File: config.mk
export PLATFORM = sky130hd
export DESIGN_NAME = strm_func_engine
export DESIGN_NICKNAME = d
export VERILOG_FILES = /design/src/rtl/strm_func_engine.sv
export SDC_FILE = /design/constraint.sdc
export NUM_CORES = 1
export LEC_CHECK = 0
export CAP_MARGIN = 15
export CORE_MARGIN = 2
export CORE_UTILIZATION = 49
export DETAILED_ROUTE_END_ITERATION = 10
export HOLD_SLACK_MARGIN = 0.05
export PLACE_DENSITY = 0.91
export SETUP_SLACK_MARGIN = 0.02
export SKIP_CTS_REPAIR_TIMING = 1
export SYNTH_ARGS = -nofsm -noshare
export SYNTH_HDL_FRONTEND = slang
export SYNTH_SLANG_ARGS = --single-unit
File: constraint.sdc
create_clock -name clk -period 2 [get_ports clk]
set_input_delay 0.4 -clock clk [delete_from_list [all_inputs] [get_ports clk]]
set_output_delay 0.4 -clock clk [all_outputs]
set_load 0.01 [all_outputs]
File: src/rtl/strm_func_engine.sv
// Streaming function engine: command-selected per-beat transform (bypass / moving average / scale).
// Define STRM_FUNC_MA_EN to build the moving-average history; otherwise op 4'b0001 is unsupported.
module strm_func_engine #(
  parameter int DW       = 16,
  parameter int ODW      = 32,
  parameter int MA_DEPTH = 8
) (
  input  logic           clk,
  input  logic           rst,
  input  logic           cmd_valid,
  output logic           cmd_ready,
  input  logic [31:0]    cmd_word,
  input  logic           s_valid,
  output logic           s_ready,
  input  logic [DW-1:0]  s_data,
  input  logic           s_last,
  output logic           m_valid,
  input  logic           m_ready,
  output logic [ODW-1:0] m_data,
  output logic           m_last,
  output logic           busy,
  output logic [3:0]     op_code,
  output logic           err_unsup,
  output logic [15:0]    beat_cnt
);
  localparam int MA_LOG2 = $clog2(MA_DEPTH);
  localparam int SH_MAX  = ODW - DW;

  typedef enum logic {ST_COMMAND_DECODE, ST_ACTIVE} state_t;

  state_t           r_state, w_state_next;
  logic [3:0]       r_op_code;
  logic [4:0]       r_shamt;
  logic [15:0]      r_beat_cnt;
  logic             r_err_unsup;
  logic             r_m_valid, r_m_last;
  logic [ODW-1:0]   r_m_data;
  logic             w_cmd_acc, w_s_acc, w_sup;
  logic [4:0]       w_shamt_eff;
  logic [ODW-1:0]   w_s_ext, w_scaled, w_ma_data, w_result;
  logic             w_unused_params;

  function automatic logic f_supported(input logic [3:0] op);
`ifdef STRM_FUNC_MA_EN
    return (op == 4'h0) || (op == 4'h1) || (op == 4'h8);
`else
    return (op == 4'h0) || (op == 4'h8);
`endif
  endfunction

  assign w_unused_params = ^cmd_word[27:5];
  assign w_sup     = f_supported(r_op_code);
  assign w_cmd_acc = cmd_valid && cmd_ready;
  assign w_s_acc   = s_valid && s_ready;

  always_comb begin
    w_state_next = r_state;
    cmd_ready    = 1'b0;
    s_ready      = 1'b0;
    case (r_state)
      ST_COMMAND_DECODE: begin
        cmd_ready = 1'b1;
        if (cmd_valid) w_state_next = ST_ACTIVE;
      end
      ST_ACTIVE: begin
        // Unsupported ops drain the packet at full rate without producing output.
        s_ready = !w_sup || !r_m_valid || m_ready;
        if (s_valid && s_ready && s_last) w_state_next = ST_COMMAND_DECODE;
      end
      default: w_state_next = ST_COMMAND_DECODE;
    endcase
  end

  always_ff @(posedge clk) begin
    if (rst) begin
      r_state     <= ST_COMMAND_DECODE;
      r_op_code   <= 4'h0;
      r_shamt     <= 5'd0;
      r_beat_cnt  <= 16'd0;
      r_err_unsup <= 1'b0;
    end else begin
      r_state     <= w_state_next;
      r_err_unsup <= w_cmd_acc && !f_supported(cmd_word[31:28]);
      if (w_cmd_acc) begin
        r_op_code  <= cmd_word[31:28];
        r_shamt    <= cmd_word[4:0];
        r_beat_cnt <= 16'd0;
      end else if (w_s_acc) begin
        r_beat_cnt <= r_beat_cnt + 16'd1;
      end
    end
  end

  assign w_s_ext     = {{(ODW-DW){1'b0}}, s_data};
  assign w_shamt_eff = ({27'd0, r_shamt} > 32'(SH_MAX)) ? 5'(SH_MAX) : r_shamt;
  assign w_scaled    = w_s_ext << w_shamt_eff;

`ifdef STRM_FUNC_MA_EN
  logic [DW-1:0]      r_hist [MA_DEPTH];
  logic [DW-1:0]      r_ma_oldest_rd;
  logic [MA_LOG2-1:0] r_ma_ptr, w_ma_ptr_next;
  logic [MA_LOG2:0]   r_ma_fill;
  logic [ODW-1:0]     r_ma_sum, w_ma_sum_new, w_oldest_ext;
  logic               w_ma_acc;

  assign w_ma_acc      = w_s_acc && (r_op_code == 4'h1);
  assign w_ma_ptr_next = w_cmd_acc ? '0 : (w_ma_acc ? r_ma_ptr + 1'b1 : r_ma_ptr);
  // Until the window has filled, the slot being replaced counts as zero; this
  // avoids having to clear the history RAM at command start.
  assign w_oldest_ext  = r_ma_fill[MA_LOG2] ? {{(ODW-DW){1'b0}}, r_ma_oldest_rd} : '0;
  assign w_ma_sum_new  = r_ma_sum + w_s_ext - w_oldest_ext;
  assign w_ma_data     = w_ma_sum_new >> MA_LOG2;

  // Registered read prefetches the slot the next accepted beat will overwrite.
  always_ff @(posedge clk) begin
    if (w_ma_acc) r_hist[r_ma_ptr] <= s_data;
    r_ma_oldest_rd <= r_hist[w_ma_ptr_next];
  end

  always_ff @(posedge clk) begin
    if (rst || w_cmd_acc) begin
      r_ma_ptr  <= '0;
      r_ma_fill <= '0;
      r_ma_sum  <= '0;
    end else if (w_ma_acc) begin
      r_ma_ptr <= w_ma_ptr_next;
      r_ma_sum <= w_ma_sum_new;
      if (!r_ma_fill[MA_LOG2]) r_ma_fill <= r_ma_fill + 1'b1;
    end
  end
`else
  assign w_ma_data = '0;
`endif

  always_comb begin
    case (r_op_code)
      4'h1:    w_result = w_ma_data;
      4'h8:    w_result = w_scaled;
      default: w_result = w_s_ext;
    endcase
  end

  always_ff @(posedge clk) begin
    if (rst) begin
      r_m_valid <= 1'b0;
      r_m_data  <= '0;
      r_m_last  <= 1'b0;
    end else if (w_s_acc && w_sup) begin
      r_m_valid <= 1'b1;
      r_m_data  <= w_result;
      r_m_last  <= s_last;
    end else if (m_ready) begin
      r_m_valid <= 1'b0;
    end
  end

  assign m_valid   = r_m_valid;
  assign m_data    = r_m_data;
  assign m_last    = r_m_last;
  assign busy      = (r_state == ST_ACTIVE);
  assign op_code   = r_op_code;
  assign err_unsup = r_err_unsup;
  assign beat_cnt  = r_beat_cnt;
endmodule

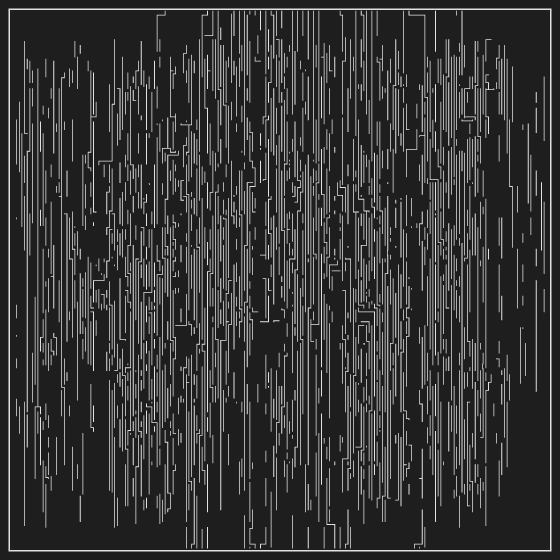
(met2 routing)
- main direction: vertical
- nets with wire on the layer: 627
- wire length on this layer: 7,380 µm
- longest straight run: 58.6 µm
- share of all routed wire: 46%
WL final: 16.0 mm
vias: 4,960
grt met2 use: 0.599

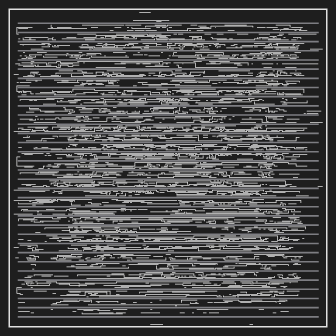
(met1 routing)
Supply wires on this layer in grey.
- share of all routed wire: 41%
- main direction: horizontal
- wire length on this layer: 6,640 µm
- nets with wire on the layer: 652
met1 usage: 0.500

## layout make-up
cell class,instances,area (µm²),area share
clock inverters,4,95.1,0.0159
repair buffers,203,1790,0.298
multi-input cells,389,2570,0.428
flip-flops and latches,61,1230,0.204
well taps,102,128,0.0213
inverters,13,48.8,0.00814
clock buffers,12,145,0.0242
## worst max-delay path, stage by stage, from the launching register on
cell	delay, ps
dfxtp_1	360
buf_4	250
clkdlybuf4s50_1	580
## synthesized netlist by cell type (all sizes together) (5+ instances only)
master and instances:
nor2b 8, a221oi 11, a211oi 14, buf 24, nand2 52, xnor2 10
clkbuf 21, nand2b 9, inv 11, nand3 16, nor2 46, mux4 7
o21ai 31, a22o 6, dfxtp 61, nor3 21, or3 9, o22ai 13
o211ai 5, o221ai 6, a32oi 6, mux2i 13, nand4 5, a21oi 43
## registers in the layout, summed over array words and instances (netlist names)
signal / cells
m_data: 32
beat_cnt: 16
r_shamt: 5
op_code: 4
busy: 1
err_unsup: 1
m_last: 1
m_valid: 1
## layer usage
metal,global-route usage,vias up,wire (µm)
met5,0,-,0
met4,0.122,0,651
met3,0.0650,63,1380
met2,0.599,328,7380
li1,-,2217,-
met1,0.500,2352,6640
## power by group
| group | internal (mW) | switching [mW] |
|---|---|---|
| Combinational | 0.471 | 0.517 |
| Sequential | 1.25 | 0.0328 |
| Clock | 0.862 | 0.510 |
## worst min path at each step
| stage | from | end | cells past startpoint |
|---|---|---|---|
| floorplan | m_data[28] | m_data[28] | 2 |
| global placement | m_data[27] | m_data[27] | 2 |
| detailed placement | m_data[0] | m_data[0] | 2 |
| CTS | m_data[27] | m_data[27] | 2 |
| global route | m_data[30] | m_data[30] | 2 |
| finish | m_data[27] | m_data[27] | 2 |
## kinds of logic (layout without fill, tap and decap cells)
family                     after synthesis  count (layout)
AOI/OAI and AO/OA                      159             159
xor gates and xnor gates                14              14
adders and majority gates                1               1
buffers and inverters                   58             232
DFF                                     61              61
muxes                                   24              24
and+or+nand+nor                        191             191
==> CHANGELOG.md <==
### Physical design

* Crit path DAT at 1520 ps
* Worst Setup SP: op_code[3]
* Status: finished clean
* Root Buffer: clkbuf_8
* Ant diodes at 0
* Filler cell count at 559
* Synth area leader: dfxtp_1
* Max-cap violation count at 0
* RR Startpoint: r_shamt[2]
* Worst-path clk slew at 70 ps
* Worst IR Drop VDD at 0.000613 V
* Synthesis Warnings at 0
* Fp_density at 0.508
* Total gr overflow at 0
* Placed cell count at 768
* Fin Hold WS at 463 ps
* Syn Std Cell Area at 0.00394 mm²
* Worst R2R Path Depth at 5
* Chip Area at 0.00878 mm²
* Top logic family: AND-OR/OR-AND gates
* Ys async rst share at 0
* CTS Sinks at 61
Power figures rest on the tool's default switching activity, not on a simulated workload.
